**config.mk**
```make
export PLATFORM = sky130hd
export DESIGN_NAME = io_responder
export DESIGN_NICKNAME = d
export VERILOG_FILES = /design/src/rtl/io_responder.sv
export SDC_FILE = /design/constraint.sdc
export NUM_CORES = 1
export LEC_CHECK = 0
export CORE_MARGIN = 2
export CORE_UTILIZATION = 40
export CTS_BUF_LIST = sky130_fd_sc_hd__clkbuf_8
export DETAILED_ROUTE_END_ITERATION = 16
export GPL_ROUTABILITY_DRIVEN = 0
export GPL_TIMING_DRIVEN = 0
export SLEW_MARGIN = 20
export SYNTH_ARGS = -nofsm -noshare
export SYNTH_HDL_FRONTEND = slang
export SYNTH_SLANG_ARGS = --single-unit
```
**constraint.sdc**
```tcl
create_clock -name CLK -period 6.77 [get_ports CLK]
set_input_delay 1.354 -clock CLK [delete_from_list [all_inputs] [get_ports CLK]]
set_output_delay 1.354 -clock CLK [all_outputs]
set_load 0.02 [all_outputs]
```
**src/rtl/io_responder.sv**
```systemverilog
`default_nettype none
// +--------------------------------------------------------------------------+
// | io_responder: 8-byte 6502 I/O window with an LED latch, debounced         |
// | buttons with sticky edge flags, and a snapshot-readable 16-bit tick timer.|
// | Optional IRQ mask and irq output: define IO_RESPONDER_IRQ_EN.             |
// | Revision: 1.0                                                             |
// +--------------------------------------------------------------------------+
module io_responder #(
    parameter logic [15:0] IO_BASE         = 16'hD000,
    parameter int          DEBOUNCE_CYCLES = 4,
    parameter int          PRESCALE        = 100
) (
    input  logic        CLK,
    input  logic        R,
    input  logic [15:0] addr_bus,
    input  logic [7:0]  data_out,
    input  logic        data_write,
    output logic [7:0]  data_in,
    output logic        hit,
    input  logic [3:0]  buttons,
    output logic [7:0]  leds,
    output logic        irq
);

    localparam int c_deb_w = $clog2(DEBOUNCE_CYCLES + 1);
    localparam int c_pre_w = (PRESCALE > 1) ? $clog2(PRESCALE) : 1;
    localparam logic [c_deb_w-1:0] c_deb_last = c_deb_w'(DEBOUNCE_CYCLES - 1);
    localparam logic [c_pre_w-1:0] c_pre_last = c_pre_w'(PRESCALE - 1);

    logic [7:0]         leds_q, leds_d;
    logic [3:0]         sync1_q, sync1_d;
    logic [3:0]         sync2_q, sync2_d;
    logic [3:0]         deb_q, deb_d;
    logic [c_deb_w-1:0] cnt_q [4];
    logic [c_deb_w-1:0] cnt_d [4];
    logic [3:0]         flag_q, flag_d;
    logic [c_pre_w-1:0] pre_q, pre_d;
    logic [15:0]        tmr_q, tmr_d;
    logic [15:0]        snap_q, snap_d;

    logic       wr_en;
    logic       tick;
    logic [3:0] rise;
    logic [3:0] flag_clr;
    logic [3:0] mask_rd;
    logic [7:0] rd_data;

    assign hit     = (addr_bus[15:3] == IO_BASE[15:3]);
    assign wr_en   = hit & data_write;
    assign leds    = leds_q;
    assign data_in = rd_data;

    always_comb begin
        sync1_d = buttons;
        sync2_d = sync1_q;
        deb_d   = deb_q;
        for (int i = 0; i < 4; i++) begin
            cnt_d[i] = '0;
            // The final stable cycle commits the new level directly, so the
            // counter never has to hold DEBOUNCE_CYCLES itself.
            if (sync2_q[i] != deb_q[i]) begin
                if (cnt_q[i] == c_deb_last) begin
                    deb_d[i] = sync2_q[i];
                end else begin
                    cnt_d[i] = cnt_q[i] + 1'b1;
                end
            end
        end

        rise     = deb_d & ~deb_q;
        flag_clr = (wr_en && addr_bus[2:0] == 3'd2) ? data_out[3:0] : 4'b0000;
        flag_d   = (flag_q & ~flag_clr) | rise;

        leds_d = (wr_en && addr_bus[2:0] == 3'd0) ? data_out : leds_q;

        tick  = (pre_q == c_pre_last);
        pre_d = tick ? '0 : pre_q + 1'b1;
        tmr_d = tick ? tmr_q + 16'd1 : tmr_q;
        if (wr_en && addr_bus[2:0] == 3'd5) begin
            pre_d = '0;
            tmr_d = '0;
        end
        snap_d = (wr_en && addr_bus[2:0] == 3'd4) ? tmr_q : snap_q;
    end

    always_ff @(posedge CLK or negedge R) begin
        if (!R) begin
            leds_q  <= 8'h00;
            sync1_q <= 4'b0000;
            sync2_q <= 4'b0000;
            deb_q   <= 4'b0000;
            for (int i = 0; i < 4; i++) cnt_q[i] <= '0;
            flag_q  <= 4'b0000;
            pre_q   <= '0;
            tmr_q   <= 16'h0000;
            snap_q  <= 16'h0000;
        end else begin
            leds_q  <= leds_d;
            sync1_q <= sync1_d;
            sync2_q <= sync2_d;
            deb_q   <= deb_d;
            for (int i = 0; i < 4; i++) cnt_q[i] <= cnt_d[i];
            flag_q  <= flag_d;
            pre_q   <= pre_d;
            tmr_q   <= tmr_d;
            snap_q  <= snap_d;
        end
    end

`ifdef IO_RESPONDER_IRQ_EN
    logic [3:0] mask_q, mask_d;
    logic       irq_q, irq_d;

    always_comb begin
        mask_d = (wr_en && addr_bus[2:0] == 3'd3) ? data_out[3:0] : mask_q;
        irq_d  = |(flag_q & mask_q);
    end

    always_ff @(posedge CLK or negedge R) begin
        if (!R) begin
            mask_q <= 4'b0000;
            irq_q  <= 1'b0;
        end else begin
            mask_q <= mask_d;
            irq_q  <= irq_d;
        end
    end

    assign mask_rd = mask_q;
    assign irq     = irq_q;
`else
    assign mask_rd = 4'b0000;
    assign irq     = 1'b0;
`endif

    always_comb begin
        rd_data = 8'h00;
        if (hit) begin
            case (addr_bus[2:0])
                3'd0:    rd_data = leds_q;
                3'd1:    rd_data = {4'b0000, deb_q};
                3'd2:    rd_data = {4'b0000, flag_q};
                3'd3:    rd_data = {4'b0000, mask_rd};
                3'd4:    rd_data = snap_q[7:0];
                3'd5:    rd_data = snap_q[15:8];
                default: rd_data = 8'h00;
            endcase
        end
    end

endmodule
`default_nettype wire

```
==> images/port_trees.png <==
(3 px per um)
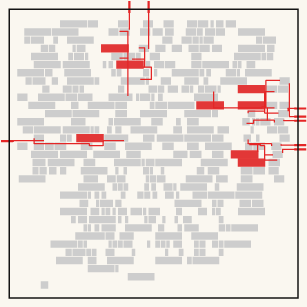
Red shows leds, bits 8, direction output, edge 5 right, 2 top, 1 left, end cells 8, buffers 8, wire 251 um.
IO Count: 49
I/O Buffers: 47

==> impl_metrics.ini <==
; generated from flow reports
[global_routing]
groute.layer.met1.usage_pct = 23.9
via_count_of_the_first_global_routing_pass = 2324
global_route_wire_length_before_repair_mm = 11.5

[logic_synthesis]
most_common_cell = sky130_fd_sc_hd__dfrtp_1
logic_family_by_area = simple AND/OR/NAND/NOR gates
post_synth_area_hogs = sky130_fd_sc_hd__dfrtp_1 (56%), sky130_fd_sc_hd__mux2_2 (10%), sky130_fd_sc_hd__xnor2_1 (3.9%)
share_of_the_synthesized_area_in_the_top_cell_type_pct = 55.8
post_synth_xor_area_fraction_pct = 4.68
synth-main-ff-cell = sky130_fd_sc_hd__dfrtp_1
yosysUniqueCellTypes = 36
synth.yosys.warnings = 0
avgSynthCellArea_um2 = 11.8
common_cells = sky130_fd_sc_hd__dfrtp_1 (75), sky130_fd_sc_hd__mux2_2 (30), sky130_fd_sc_hd__nor2_1 (21)
post_synth_fa_ha_maj_area_fraction_pct = 2.23
synth_area_leader_cell = sky130_fd_sc_hd__dfrtp_1
simple_gate_portion_of_the_synthesized_area_pct = 17.1
yosys_cells = 285
synth-seq-area-share_pct = 55.8

[final_timing]
layout_setup_ws_ns = 1.68
setup_tns_ns = 0
timing_worst_slew_pin_value_ns = 0.872
grt_setup_unrepaired = no
hold_violations = 0
ratio_of_final_minimum_period_to_clock_period_pct = 75.2

[detailed_routing]
post-route-drc-count = 0
met3_length_um = 170
drt_first_iter_violations = 53
vias_per_cell = 5.05

[cells_and_area]
dominant-cell-class = flip-flops and latches
clock_area_share_pct = 4.40
non_clock_buffer_area_share_pct = 13.2
logic_gates = 193
register_area_um2 = 1880
nFillCells = 740
fin_area_um2 = 4180
seq-cell-share_pct = 44.9
lay_top_count = sky130_fd_sc_hd__dfrtp_1
area_growth_pct = 24.1
utilization_pct = 51.1
combGateArea_um2 = 1410
final_cells = 454
top_regs = snap_q: 16 flops, tmr_q: 16 flops, cnt_q: 12 flops

[clock_network]
cts.repair_timing.setup_buffer_count = 0
clock_sinks = 75
cts.htree.levels = 3
clk_transition_reported_paths_ns = 0.08
cts_hold_buffers = 0
cts_tree = done

[die]
chip_area_um2 = 9160
fp-utilization_pct = 41.2
fp-row-count = 33

[critical_path]
crit_path_end = data_in[3]
worstReg2RegStart = pre_q[3]
critical_path_buf_inv_count = 3
crit_path_max_fanout = 10
critical_path.top_delay_family = buffers and inverters
crit_path_cell_trace = clkdlybuf4s50_1, buf_1, nor2_1, nand3_1, a21oi_1, clkdlybuf4s50_1
worstRegToRegCells = 5
critical_path_cell_count = 6
r2r-end = tmr_q[11]
worst_path_most_repeated_cell = sky130_fd_sc_hd__clkdlybuf4s50_1
critical_path.startpoint = addr_bus[0]
critical_path_class = input pin to primary output
required_ns = 5.42

[power]
total_power_mw = 1.01
power.group.top = sequential cells
worst_ir_drop_vdd_uv = 140
pwr-share-comb_pct = 15.0
pwr_density_cell_nw_per_um2 = 242
p_sw_share_pct = 28.5

[outcome]
result_of_the_run = finished clean

[placed_design]
placed_area_um2 = 3990
hpwl_mm = 4.87
dp_worst_setup_slack_ns = 1.67
==> images/m2.png <==
(4 px per um)
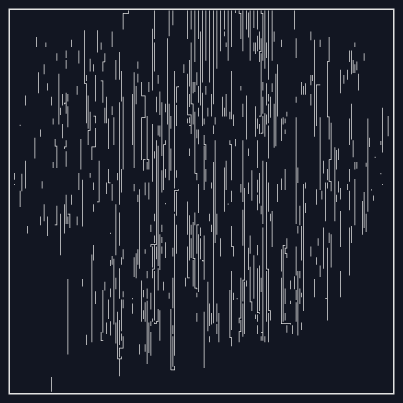
The wires run mostly vertical. The layer carries 3,040 um of wire. 316 nets have wire on it.
total number of vias: 2,293
met2 usage in global routing: 23.9%
post-detailed-routing wire length: 6.60 mm

Power and IR drop assume default switching activity.
